[src/rtl/fifo_reader_pkg.sv]
// Shared types and defaults for the FIFO reader.
package fifo_reader_pkg;

    localparam int unsigned DataWidthDefault = 32;
    localparam int unsigned CntWidthDefault  = 16;

    // Output buffer occupancy; the encoding equals the number of held words.
    typedef enum logic [1:0] {
        OccEmpty = 2'd0,
        OccOne   = 2'd1,
        OccTwo   = 2'd2
    } occ_e;

    // Number of words held in a given occupancy state.
    function automatic logic [1:0] occ_count(occ_e occ);
        case (occ)
            OccOne:  return 2'd1;
            OccTwo:  return 2'd2;
            default: return 2'd0;
        endcase
    endfunction

endpackage

[src/rtl/fifo_reader_if.sv]
// FIFO-side and consumer-side handshake bundle for the FIFO reader.
interface fifo_reader_if
    import fifo_reader_pkg::*;
#(
    parameter int unsigned DATA_WIDTH = DataWidthDefault
);

    // FIFO side
    logic                  queue_empty;
    logic                  read_en;
    logic [DATA_WIDTH-1:0] read_data;

    // Consumer side
    logic                  out_valid;
    logic [DATA_WIDTH-1:0] out_data;
    logic                  out_ready;

    modport master (
        input  queue_empty,
        output read_en,
        input  read_data,
        output out_valid,
        output out_data,
        input  out_ready
    );

    modport slave (
        output queue_empty,
        input  read_en,
        output read_data,
        input  out_valid,
        input  out_data,
        output out_ready
    );

endinterface

[src/rtl/fifo_reader_skid.sv]
// Two-entry register pair (head, tail) with shift-on-pop; occupancy is tracked by the parent.
module fifo_reader_skid
    import fifo_reader_pkg::*;
#(
    parameter int unsigned DATA_WIDTH = DataWidthDefault
) (
    input  logic                  clk,
    input  logic                  rst,
    input  logic                  shift,
    input  logic                  wr_en,
    input  logic                  wr_tail,
    input  logic [DATA_WIDTH-1:0] wr_data,
    output logic [DATA_WIDTH-1:0] head_data
);

    logic [DATA_WIDTH-1:0] head_q, head_d;
    logic [DATA_WIDTH-1:0] tail_q, tail_d;

    // Shift tail forward on pop; a head write overrides the shift (capture+pop in ONE).
    always_comb begin
        head_d = head_q;
        tail_d = tail_q;
        if (shift) begin
            head_d = tail_q;
        end
        if (wr_en) begin
            if (wr_tail) begin
                tail_d = wr_data;
            end else begin
                head_d = wr_data;
            end
        end
    end

    // Storage registers, cleared on reset.
    always_ff @(posedge clk or negedge rst) begin
        if (!rst) begin
            head_q <= '0;
            tail_q <= '0;
        end else begin
            head_q <= head_d;
            tail_q <= tail_d;
        end
    end

    assign head_data = head_q;

endmodule

[src/rtl/fifo_reader.sv]
// Reads a registered-output FIFO into a 2-entry buffer and presents a valid/ready stream.
module fifo_reader
    import fifo_reader_pkg::*;
#(
    parameter int unsigned DATA_WIDTH = DataWidthDefault,
    parameter int unsigned CNT_WIDTH  = CntWidthDefault
) (
    input  logic                 clk,
    input  logic                 rst,
    input  logic                 flush,
    fifo_reader_if.master        bus,
    output logic [CNT_WIDTH-1:0] delivered_cnt
);

    occ_e                  occ_q, occ_d;
    logic                  inflight_q;
    logic                  run_q;
    logic [CNT_WIDTH-1:0]  cnt_q, cnt_d;

    logic                  pop;
    logic                  capture;
    logic                  wr_tail;
    logic                  read_en;
    logic [2:0]            pending;
    logic [DATA_WIDTH-1:0] head_data;

    // Read issue, capture steering and occupancy next-state.
    always_comb begin
        pop     = (occ_q != OccEmpty) & bus.out_ready;
        // Words held or due, minus the one leaving this cycle; never exceeds 2.
        pending = {1'b0, occ_count(occ_q)} + {2'b0, inflight_q} - {2'b0, pop};
        read_en = run_q & !bus.queue_empty & !flush & (pending < 3'd2);
        capture = inflight_q & !flush;
        // Only a capture in ONE without a pop lands behind the head.
        wr_tail = (occ_q == OccOne) & !pop;
        cnt_d   = cnt_q + CNT_WIDTH'(pop);

        occ_d = occ_q;
        if (flush) begin
            occ_d = OccEmpty;
        end else begin
            unique case (occ_q)
                OccEmpty: occ_d = capture ? OccOne : OccEmpty;
                OccOne: begin
                    if (capture && !pop) begin
                        occ_d = OccTwo;
                    end else if (!capture && pop) begin
                        occ_d = OccEmpty;
                    end else begin
                        occ_d = OccOne;
                    end
                end
                OccTwo:   occ_d = pop ? OccOne : OccTwo;
                default:  occ_d = OccEmpty;
            endcase
        end
    end

    // Occupancy, in-flight flag and delivered counter.
    always_ff @(posedge clk or negedge rst) begin
        if (!rst) begin
            occ_q      <= OccEmpty;
            inflight_q <= 1'b0;
            cnt_q      <= '0;
        end else begin
            occ_q      <= occ_d;
            inflight_q <= read_en;
            cnt_q      <= cnt_d;
        end
    end

    // Holds off reads until the first rising edge after reset is released.
    always_ff @(posedge clk or negedge rst) begin
        if (!rst) begin
            run_q <= 1'b0;
        end else begin
            run_q <= 1'b1;
        end
    end

    fifo_reader_skid #(
        .DATA_WIDTH (DATA_WIDTH)
    ) u_skid (
        .clk       (clk),
        .rst       (rst),
        .shift     (pop),
        .wr_en     (capture),
        .wr_tail   (wr_tail),
        .wr_data   (bus.read_data),
        .head_data (head_data)
    );

    assign bus.read_en   = read_en;
    assign bus.out_valid = (occ_q != OccEmpty);
    assign bus.out_data  = head_data;
    assign delivered_cnt = cnt_q;

endmodule

[src/flat_wrapper.sv]
// flat-port wrapper written by rule: the top's interface ports become plain ports
module fifo_reader_flat import fifo_reader_pkg::*;
#(
    parameter int unsigned DATA_WIDTH = DataWidthDefault,
    parameter int unsigned CNT_WIDTH  = CntWidthDefault
)
  (clk, rst, flush, delivered_cnt, bus_queue_empty, bus_read_en, bus_read_data, bus_out_valid, bus_out_data, bus_out_ready);
  fifo_reader_if #(.DATA_WIDTH(DATA_WIDTH)) bus_i ();
  input  logic clk;
  input  logic rst;
  input  logic flush;
  output logic [CNT_WIDTH-1:0] delivered_cnt;
  input wire logic [$bits(bus_i.queue_empty)-1:0] bus_queue_empty;
  output wire logic [$bits(bus_i.read_en)-1:0] bus_read_en;
  input wire logic [$bits(bus_i.read_data)-1:0] bus_read_data;
  output wire logic [$bits(bus_i.out_valid)-1:0] bus_out_valid;
  output wire logic [$bits(bus_i.out_data)-1:0] bus_out_data;
  input wire logic [$bits(bus_i.out_ready)-1:0] bus_out_ready;
  assign bus_i.queue_empty = bus_queue_empty;
  assign bus_read_en = bus_i.read_en;
  assign bus_i.read_data = bus_read_data;
  assign bus_out_valid = bus_i.out_valid;
  assign bus_out_data = bus_i.out_data;
  assign bus_i.out_ready = bus_out_ready;
  fifo_reader #(.DATA_WIDTH(DATA_WIDTH), .CNT_WIDTH(CNT_WIDTH)) u_core (.clk(clk), .rst(rst), .flush(flush), .bus(bus_i), .delivered_cnt(delivered_cnt));
endmodule
[config.mk]
export PLATFORM = sky130hd
export DESIGN_NAME = fifo_reader_flat
export DESIGN_NICKNAME = d
export VERILOG_FILES = /design/src/rtl/fifo_reader_pkg.sv /design/src/rtl/fifo_reader_if.sv /design/src/rtl/fifo_reader_skid.sv /design/src/rtl/fifo_reader.sv /design/src/flat_wrapper.sv
export SDC_FILE = /design/constraint.sdc
export NUM_CORES = 1
export LEC_CHECK = 0
export CORE_MARGIN = 2
export CORE_UTILIZATION = 51
export CTS_CLUSTER_DIAMETER = 150
export DETAILED_ROUTE_END_ITERATION = 12
export PLACE_DENSITY = 0.8
export SLEW_MARGIN = 20
export SYNTH_ARGS = -nofsm -noshare
export SYNTH_HDL_FRONTEND = slang
export SYNTH_HIERARCHICAL = 1
export SYNTH_SLANG_ARGS = --single-unit
[constraint.sdc]
create_clock -name clk -period 2.15 [get_ports clk]
set_clock_uncertainty 0.1 [all_clocks]
set_input_delay 0.3225 -clock clk [delete_from_list [all_inputs] [get_ports clk]]
set_output_delay 0.3225 -clock clk [all_outputs]
set_load 0.02 [all_outputs]
==> images/layer_met3.png <==
Scale: 4 px per µm.
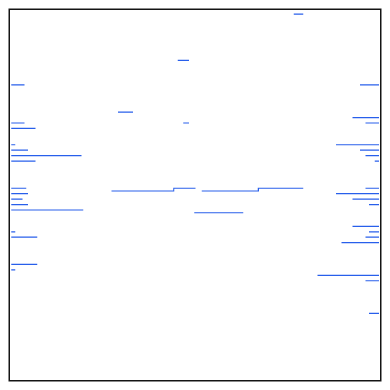
share of all routed wire = 3.2%
main direction = horizontal
longest straight run = 17.7 µm
nets with wire on the layer = 37
wire length on this layer = 249 µm
DRT Wirelength: 7.67 mm
Global Route met3 Usage: 3.25%
vias: 2389

==> images/sizes.png <==
Scale: 4 px per µm.
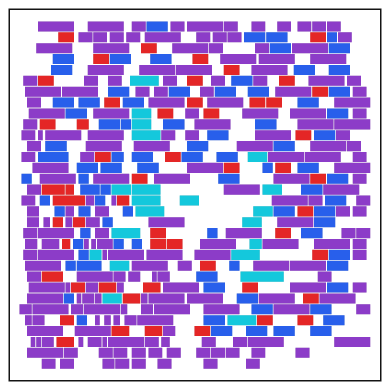
_0 and _1 cells -> purple  # cells 212, share 57%
_2 cells -> red  # cells 53, share 14%
_3 and _4 cells -> blue  # cells 86, share 23%
_6 and larger -> cyan  # cells 21, share 5.6%

==> images/congestion.png <==
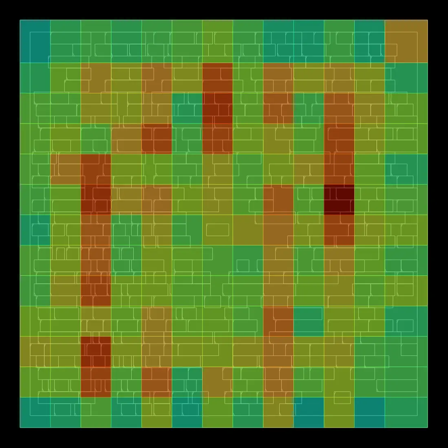
Tot GR Track Use: 19.0%
grt met2 use: 31.6%
WL/cell: 16.2 µm
M1 GR Usage: 25.4%
GR peak layer: met2

==> images/placement_by_type.png <==
Scale: 4 px per µm. Fill, decap, tap and diode cells in grey.
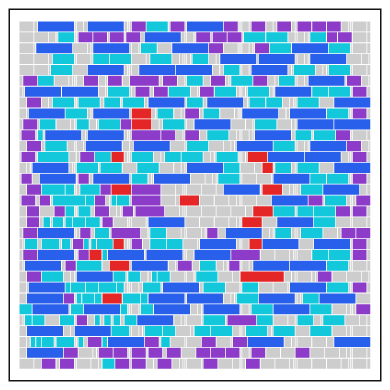
clock drivers and dummy loads -> red  # cells 16, share of their area 3.9%
combinational and other logic -> cyan  # cells 160, share of their area 35%
sequential cells -> blue  # cells 84, share of their area 40%
remaining buffers and delay cells -> purple  # cells 112, share of their area 22%

area by class of cell:
type	instances	area, µm²	share of cell area, %
sequential	84	2100	38.7
timing repair buffer	112	1150	21.2
multi-input combinational	158	1830	33.8
inverter	2	7.51	0.138
clock buffer	10	138	2.53
clock inverter	6	71.3	1.31
tap	102	128	2.35
metal layers:
| layer | vias up | part of all wire [%] | track usage [%] |
|---|---|---|---|
| met1 | 1221 | 45 | 25.4 |
| met4 | 0 | 1.0 | 5.97 |
| met3 | 6 | 3.2 | 3.25 |
| met2 | 43 | 51 | 31.6 |
| li1 | 1119 | - | - |
| met5 | - | 0 | 0 |
synthesized netlist by cell type:
cell and number:
a21oi_1 1, and2_1 2, buf_12 3, buf_2 3, buf_4 3, buf_6 1
clkbuf_2 1, conb_1 1, dfrtp_1 84, fa_1 1, ha_1 2, inv_1 2
mux2_2 36, mux2_4 60, mux2i_1 1, nand2_1 7, nand2b_1 1, nand3_1 4
nand3_2 2, nand4_1 1, nand4_2 2, nor2_1 4, nor2b_1 4, nor3_1 5
nor4_1 1, nor4_2 4, o21ai_1 1, o221a_1 1, or2_2 1, or4b_1 1
xnor2_1 4, xor2_1 11
timing repair:
item / CTS / global route
setup endpoints to repair: 1 / 35
pin swaps: 3 / 0
setup buffers: 1 / 0
hold buffers: 1 / 0
endpoints found under the hold margin: 34 / 0
gates resized: 15 / 3
critical path, stage by stage, from the launching register on:
cell	delay, ns
dfrtp_1	0.40
nor2b_2	0.14
nor2b_4	0.17
o21ai_2	0.08
fa_2	0.37
xor2_2	0.16
nor4_4	0.23
buf_4	0.18
power by group:
| group | internal, mW | switching, mW |
|---|---|---|
| logic | 0.831 | 0.505 |
| clock network | 0.579 | 0.583 |
| registers | 1.81 | 0.165 |
| total | 3.22 | 1.25 |
logic make-up (layout without fill, tap and decap cells):
| group | after synthesis | after routing | synth area share (%) |
|---|---|---|---|
| AOI/OAI and AO/OA | 3 | 3 | 0.532 |
| adders and majority gates | 3 | 3 | 1.13 |
| DFF | 84 | 84 | 52.6 |
| muxes | 97 | 97 | 32.9 |
| buffers and inverters | 13 | 130 | 3.04 |
| and+or+nand+nor | 39 | 39 | 6.36 |
| other | 1 | 1 | 0.0939 |
| xor gates and xnor gates | 15 | 15 | 3.29 |
metrics by stage:
stage	hold slack [ns]	TNS [ns]	std cells	power [mW]
global route	0.315	-1.17	474	4.70
detailed placement	0.208	-1.23	456	3.33
global placement	0.214	-0.852	456	3.29
CTS	0.317	-0.350	474	4.52
finish	0.328	-0.331	474	4.47
floorplan	-0.0731	0	255	2.74
sequential cells by signal (all words and copies together) (netlist names):
name / cells
u_core/occ_q: 2
u_core/delivered_cnt: 16
u_core/u_skid/tail_q: 32
u_core/u_skid/head_data: 32
u_core/inflight_q: 1
u_core/run_q: 1
worst max-delay path by stage:
stage                          from  depth (start not counted)  slack [ns]          end
global route        u_core/occ_q[1]                          7       -0.46  bus_read_en
CTS                 u_core/occ_q[1]                          7       -0.35  bus_read_en
global placement      bus_out_ready                          7       -0.83  bus_read_en
finish              u_core/occ_q[1]                          7       -0.33  bus_read_en
detailed placement    bus_out_ready                          7       -0.90  bus_read_en
floorplan           u_core/occ_q[1]                          6       0.007  bus_read_en
==> metrics.yaml <==
outcome:
  status: "finished with violations"
  violations: "setup timing"
clock_network:
  clock_sinks: 84
  clk_latency_ns: 0.34
timing:
  setup_ws_ns: -0.329
  grt_setup_unrepaired: "yes"
  setup_viol: 2
detailed_routing:
  first_iter_violations: 66
  first_pass_iters: 4
  drc_errors: 0
  drtAntennaViolNets: 0
worst_hold_path:
  min_to: "u_core/occ_q[1]"
  holdPathStages: 2
  hold_path_class: "primary input to register"
worst_setup_path:
  r2r_end: "u_core/u_skid/head_data[6]"
  crit_path_end_kind: "output pin"
  start_kind: "register"
placement:
  preCtsSetupSlack_ns: -0.896
global_routing:
  grt_overflow: 0
  grt_pass1_wl_mm: 12.6
  grt_pass1_vias: 2527
layout:
  fillers: 528
  n_antenna_cell: 0
logic_synthesis:
  synth.yosys.num_cells: 255
  synth_area_um2: 4000
floorplan:
  die_w_um: 92.5
Power is estimated from default activity; no workload was simulated.
